File: config.mk
export PLATFORM = sky130hd
export DESIGN_NAME = cpu_controller
export DESIGN_NICKNAME = d
export VERILOG_FILES = /design/src/rtl/cpu_controller.sv
export SDC_FILE = /design/constraint.sdc
export NUM_CORES = 1
export LEC_CHECK = 0
export CORE_MARGIN = 10
export CORE_UTILIZATION = 40
export DETAILED_ROUTE_END_ITERATION = 8
export HOLD_SLACK_MARGIN = 0.15
export PLACE_DENSITY = 0.78
export SYNTH_ARGS = -nofsm -noshare
export SYNTH_HDL_FRONTEND = slang
export SYNTH_SLANG_ARGS = --single-unit
File: constraint.sdc
create_clock -name clk -period 1.85 [get_ports clk]
set_input_delay 0.185 -clock clk [delete_from_list [all_inputs] [get_ports clk]]
set_output_delay 0.185 -clock clk [all_outputs]
set_load 0.005 [all_outputs]
File: src/rtl/cpu_controller.sv
// Instruction register, decoder and Moore control FSM for the simple RISC CPU datapath.
// Optional conditional branches (opcode 001) are enabled by defining CPU_BRANCH_EN.
module cpu_controller #(
    parameter int unsigned READ_WAIT = 1
) (
    input  logic        clk,
    input  logic        reset_n,
    input  logic [15:0] mem_rdata,
    input  logic [2:0]  status_in,
    output logic [2:0]  readnum,
    output logic [2:0]  writenum,
    output logic        write,
    output logic [1:0]  vsel,
    output logic        loada,
    output logic        loadb,
    output logic        loadc,
    output logic        loads,
    output logic        asel,
    output logic [1:0]  bsel,
    output logic [1:0]  shift,
    output logic [1:0]  ALUop,
    output logic [15:0] sximm8,
    output logic [15:0] sximm5,
    output logic [1:0]  mem_cmd,
    output logic        addr_sel,
    output logic        load_addr,
    output logic        load_ir,
    output logic        load_pc,
    output logic        reset_pc,
    output logic        pc_branch,
    output logic        halted
);

    typedef enum logic [4:0] {
        S_RST,
        S_IF1,
        S_IF2,
        S_UPDATE_PC,
        S_DECODE,
        S_WRITE_IMM,
        S_GET_A,
        S_GET_B,
        S_EXEC,
        S_WRITE_REG,
        S_ADDR,
        S_LOAD_ADDR,
        S_MEM_RD,
        S_WB_MEM,
        S_GET_RD,
        S_PASS_B,
        S_MEM_WR,
        S_BRANCH,
        S_HALT
    } state_t;

    localparam logic [3:0] C_WAIT_RELOAD = 4'(READ_WAIT - 1);

    state_t      r_state;
    state_t      w_next;
    logic [15:0] r_ir;
    logic [3:0]  r_wait;

    logic [2:0]  w_opcode;
    logic [1:0]  w_op;
    logic [2:0]  w_rn;
    logic [2:0]  w_rd;
    logic [1:0]  w_sh;
    logic [2:0]  w_rm;
    logic        w_is_cmp;
    logic        w_a_zero;
    logic        w_entering_wait;

    assign w_opcode = r_ir[15:13];
    assign w_op     = r_ir[12:11];
    assign w_rn     = r_ir[10:8];
    assign w_rd     = r_ir[7:5];
    assign w_sh     = r_ir[4:3];
    assign w_rm     = r_ir[2:0];

    assign w_is_cmp = (w_opcode == 3'b101) && (w_op == 2'b01);
    // MOV Rd,Rm and MVN route a constant zero into ALU input A
    assign w_a_zero = (w_opcode == 3'b110) || ((w_opcode == 3'b101) && (w_op == 2'b11));

    assign sximm8 = {{8{r_ir[7]}}, r_ir[7:0]};
    assign sximm5 = {{11{r_ir[4]}}, r_ir[4:0]};

`ifdef CPU_BRANCH_EN
    logic w_br_valid;
    logic w_br_take;
    logic w_z;
    logic w_n;
    logic w_v;

    assign w_z = status_in[0];
    assign w_n = status_in[1];
    assign w_v = status_in[2];

    always_comb begin
        w_br_valid = 1'b1;
        w_br_take  = 1'b0;
        case (w_rn)
            3'b000:  w_br_take = 1'b1;
            3'b001:  w_br_take = w_z;
            3'b010:  w_br_take = !w_z;
            3'b011:  w_br_take = (w_n != w_v);
            3'b100:  w_br_take = (w_n != w_v) || w_z;
            default: w_br_valid = 1'b0;
        endcase
    end
`else
    logic w_unused_status;
    assign w_unused_status = ^status_in;
`endif

    assign w_entering_wait = ((w_next == S_IF1) && (r_state != S_IF1)) ||
                             ((w_next == S_MEM_RD) && (r_state != S_MEM_RD));

    always_ff @(posedge clk or negedge reset_n) begin
        if (!reset_n) begin
            r_state <= S_RST;
            r_ir    <= '0;
            r_wait  <= '0;
        end else begin
            r_state <= w_next;
            if (load_ir) begin
                r_ir <= mem_rdata;
            end
            if (w_entering_wait) begin
                r_wait <= C_WAIT_RELOAD;
            end else if (((r_state == S_IF1) || (r_state == S_MEM_RD)) && (r_wait != '0)) begin
                r_wait <= r_wait - 4'd1;
            end
        end
    end

    always_comb begin
        w_next = r_state;
        case (r_state)
            S_RST:       w_next = S_IF1;
            S_IF1:       w_next = (r_wait == '0) ? S_IF2 : S_IF1;
            S_IF2:       w_next = S_UPDATE_PC;
            S_UPDATE_PC: w_next = S_DECODE;
            S_DECODE: begin
                casez ({w_opcode, w_op})
                    5'b110_10: w_next = S_WRITE_IMM;
                    5'b110_00: w_next = S_GET_B;
                    5'b101_11: w_next = S_GET_B;
                    5'b101_00,
                    5'b101_01,
                    5'b101_10: w_next = S_GET_A;
                    5'b011_00: w_next = S_GET_A;
                    5'b100_00: w_next = S_GET_A;
`ifdef CPU_BRANCH_EN
                    5'b001_??: begin
                        if (!w_br_valid) begin
                            w_next = S_HALT;
                        end else begin
                            w_next = w_br_take ? S_BRANCH : S_IF1;
                        end
                    end
`endif
                    default:   w_next = S_HALT;
                endcase
            end
            S_WRITE_IMM: w_next = S_IF1;
            S_GET_A:     w_next = (w_opcode == 3'b101) ? S_GET_B : S_ADDR;
            S_GET_B:     w_next = S_EXEC;
            S_EXEC:      w_next = w_is_cmp ? S_IF1 : S_WRITE_REG;
            S_WRITE_REG: w_next = S_IF1;
            S_ADDR:      w_next = S_LOAD_ADDR;
            S_LOAD_ADDR: w_next = (w_opcode == 3'b011) ? S_MEM_RD : S_GET_RD;
            S_MEM_RD:    w_next = (r_wait == '0) ? S_WB_MEM : S_MEM_RD;
            S_WB_MEM:    w_next = S_IF1;
            S_GET_RD:    w_next = S_PASS_B;
            S_PASS_B:    w_next = S_MEM_WR;
            S_MEM_WR:    w_next = S_IF1;
            S_BRANCH:    w_next = S_IF1;
            S_HALT:      w_next = S_HALT;
            default:     w_next = S_HALT;
        endcase
    end

    always_comb begin
        readnum   = w_rn;
        writenum  = w_rd;
        shift     = w_sh;
        write     = 1'b0;
        vsel      = 2'b00;
        loada     = 1'b0;
        loadb     = 1'b0;
        loadc     = 1'b0;
        loads     = 1'b0;
        asel      = 1'b0;
        bsel      = 2'b00;
        ALUop     = 2'b00;
        mem_cmd   = 2'b00;
        addr_sel  = 1'b0;
        load_addr = 1'b0;
        load_ir   = 1'b0;
        load_pc   = 1'b0;
        reset_pc  = 1'b0;
        pc_branch = 1'b0;
        halted    = 1'b0;
        case (r_state)
            S_RST: begin
                reset_pc = 1'b1;
                load_pc  = 1'b1;
            end
            S_IF1: begin
                mem_cmd  = 2'b01;
                addr_sel = 1'b1;
            end
            S_IF2: begin
                mem_cmd  = 2'b01;
                addr_sel = 1'b1;
                load_ir  = 1'b1;
            end
            S_UPDATE_PC: load_pc = 1'b1;
            S_WRITE_IMM: begin
                vsel     = 2'b11;
                writenum = w_rn;
                write    = 1'b1;
            end
            S_GET_A: begin
                readnum = w_rn;
                loada   = 1'b1;
            end
            S_GET_B: begin
                readnum = w_rm;
                loadb   = 1'b1;
            end
            S_EXEC: begin
                asel  = w_a_zero;
                ALUop = w_op;
                loads = w_is_cmp;
                loadc = !w_is_cmp;
            end
            S_WRITE_REG: begin
                writenum = w_rd;
                write    = 1'b1;
            end
            S_ADDR: begin
                bsel  = 2'b01;
                loadc = 1'b1;
            end
            S_LOAD_ADDR: load_addr = 1'b1;
            S_MEM_RD:    mem_cmd   = 2'b01;
            S_WB_MEM: begin
                mem_cmd  = 2'b01;
                vsel     = 2'b10;
                writenum = w_rd;
                write    = 1'b1;
            end
            S_GET_RD: begin
                readnum = w_rd;
                loadb   = 1'b1;
            end
            S_PASS_B: begin
                asel  = 1'b1;
                shift = 2'b00;
                loadc = 1'b1;
            end
            S_MEM_WR: mem_cmd = 2'b10;
`ifdef CPU_BRANCH_EN
            S_BRANCH: begin
                load_pc   = 1'b1;
                pc_branch = 1'b1;
            end
`endif
            S_HALT:  halted = 1'b1;
            default: ;
        endcase
    end

endmodule

==> job_summary.md <==
## Implementation flow summary

| Metric | Value |
|---|---|
| Outcome | finished, violations left |
| Violated checks | setup timing |
| Worst path top cell family by delay | simple AND/OR/NAND/NOR gates |
| CP Depth | 7 |
| Hold slack | 0.252 ns |
| Worst Hold Class | in2async |
| # Post-CTS Setup Buffers | 17 |
| Setup tns final | -0.979 ns |
| Top Metal Used | met4 |
| Clk sinks | 25 |
| CP arrival | around 1.8 ns |
| Worst setup EP type | output port |
| Final Worst Setup Slack | -0.124 ns |
| Synth warn | 0 |
| Worst R2R Start | r_state[4]$_DFF_PN0_ |
| Xor+xnor area frac | under 10% |
| GR Overflow Total | 0 |
| Total Routing Usage GR | 15.1% |
| Total routed wirelength | between 6 and 7 mm |
| Max incr delay on CP | 0.44 ns |
| 1st-pass router iterations | 4 |
| # IOs | between 80 and 90 |
| Post-Synthesis Cells | roughly 260 |
| Cell Area, Synth | 0.00206 mm^2 |
| Worst path slowest cell | dfrtp_2 |
| Yosys simple share | about a third |
| Worst path required time | ~1.7 ns |
| Root Driver | clkbuf_8 |
| CP Launch Point | r_state[3]$_DFF_PN0_ |
| Ao+oa area frac | 14.2% |
| Wire per inst | 16.0 um |
| DRT met1 WL | approximately 2.7 mm |
| Met2 Wirelength | 3.43 mm |
| Post-synthesis async set-or-reset flop share | 100% |
| CTS Buf Count | 3 |
| Met3 WL post-DR | between 500 and 600 um |
| CTS tree | yes |
| Nets | 377 |
| Cycle use final | 107% |
| Seq/Total Area, Yosys | a little under a third |
| Flip-flop count of the largest register after layout | 16 |
| Via-to-Cell Ratio | 5.14 |
| Final setup violating endpoints | 12 |
| Global-route wire length before repair | about 11 mm |
| Post-synth EDFFs | 0 |
| Met1 GRT Util | ~17% |
| Setup WS pre-CTS | -0.161 ns |
| Fa+ha+maj area frac | approximately 1.2% |
| Fillers | roughly 390 |
| Fmax | between 500 and 600 MHz |
| Worst setup path class | reg2out |
| RSZ-0062 raised after global routing | yes |
report_power, final:
part / total (uW) / leakage [uW] / switching (uW) / internal [uW]
Combinational: 3860 / 0.00118 / 1750 / 2110
Clock: 353 / 0.0000261 / 195 / 159
Sequential: 1070 / 0.000313 / 296 / 771
Total: 5280 / 0.00152 / 2240 / 3030
final cells by class:
type	instances	area, um^2	share of cell area (%)
Multi-Input combinational cell	181	1240	38.0
Timing Repair Buffer	133	1200	37.0
Sequential cell	25	631	19.4
Tap cell	70	87.6	2.69
Inverter	10	45.0	1.38
Clock buffer	3	41.3	1.27
Clock inverter	1	8.76	0.269
worst min path at each step:
stage,start,to,depth (start not counted)
after CTS,reset_n,r_wait[1]$_DFFE_PN0P_,2
after detailed placement,r_ir[9]$_DFFE_PN0P_,r_ir[9]$_DFFE_PN0P_,2
after global placement,r_ir[8]$_DFFE_PN0P_,r_ir[8]$_DFFE_PN0P_,2
after floorplan,reset_n,r_ir[0]$_DFFE_PN0P_,0
after global routing,reset_n,r_state[2]$_DFF_PN0_,2
final,reset_n,r_state[0]$_DFF_PN0_,2
synth_stat cells (2+ instances only):
master	number	area share, %
nor2b_1	5	1.5
xor2_1	3	1.3
buf_4	39	14
xnor2_1	3	1.3
or3_1	2	0.61
o21a_1	2	0.73
inv_2	2	0.36
nand2_1	71	13
nor3b_1	3	1.1
nand2b_1	5	1.5
or3b_1	2	0.85
or2_2	4	1.2
nand3_1	4	0.97
clkbuf_1	5	0.91
inv_1	7	1.3
a31oi_1	4	1.2
and2_1	2	0.61
nor2_1	14	2.6
and3_1	2	0.61
dfrtp_1	25	30
nor3_1	11	2.7
buf_2	3	0.73
ha_1	2	1.2
a22oi_1	3	1.1
o21ai_0	4	0.97
a21oi_1	8	1.9
**Cells colored by class**

Bar = 20 um.
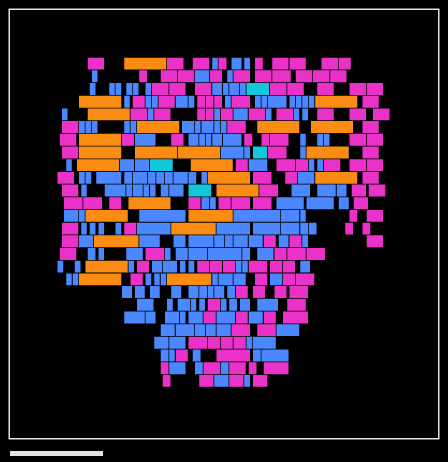
Key: blue = all other logic [cells 191, share of their area 41%]; cyan = clock drivers and dummy loads [cells 4, share of their area 1.6%]; magenta = other buffers and delay cells [cells 133, share of their area 38%]; orange = flops [cells 25, share of their area 20%]
Seq area share: 19.4%
Util after Layout: 64.5%
Core Rows: 26
cell area after layout: 0.00325 mm^2

**Supply network**

Pins as bars on the die edge. Tap cells in gray.
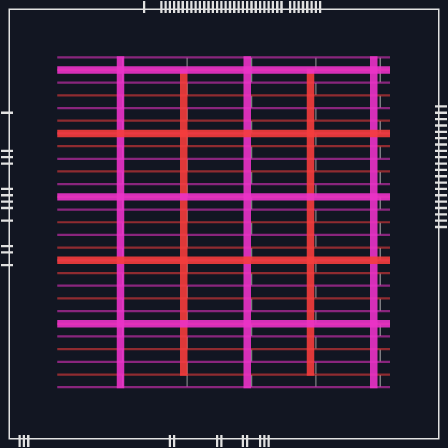
Key: magenta = VSS; red = VDD
70 tap cells. 5 straps on met5. 27 met1 rails follow the rows.
Die Wd: 91.7 um
Max IR drop VDD: 0.723 mV
Core ar.: 0.00504 mm^2

**Routed clock nets over the placement**

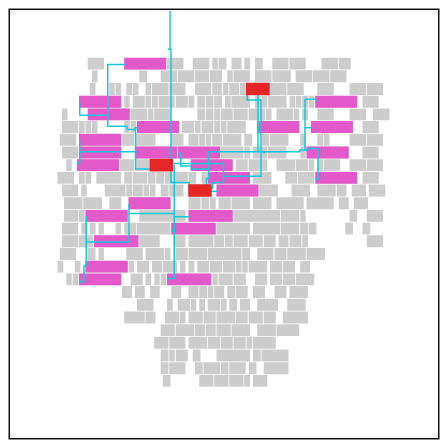
Key: cyan = clock wires [length 320 um]; red = cells driving clock nets [count 3]; magenta = flip-flops [count 25]
There are 4 routed clock nets.
Clock power frac: 6.7%
Power Clock: 353 uW
Setup Skew: 0.00964 ns
Clk Latency, worst-skew pair: 0.28 ns

No activity file was given, so power comes from the tool's default toggle rates.
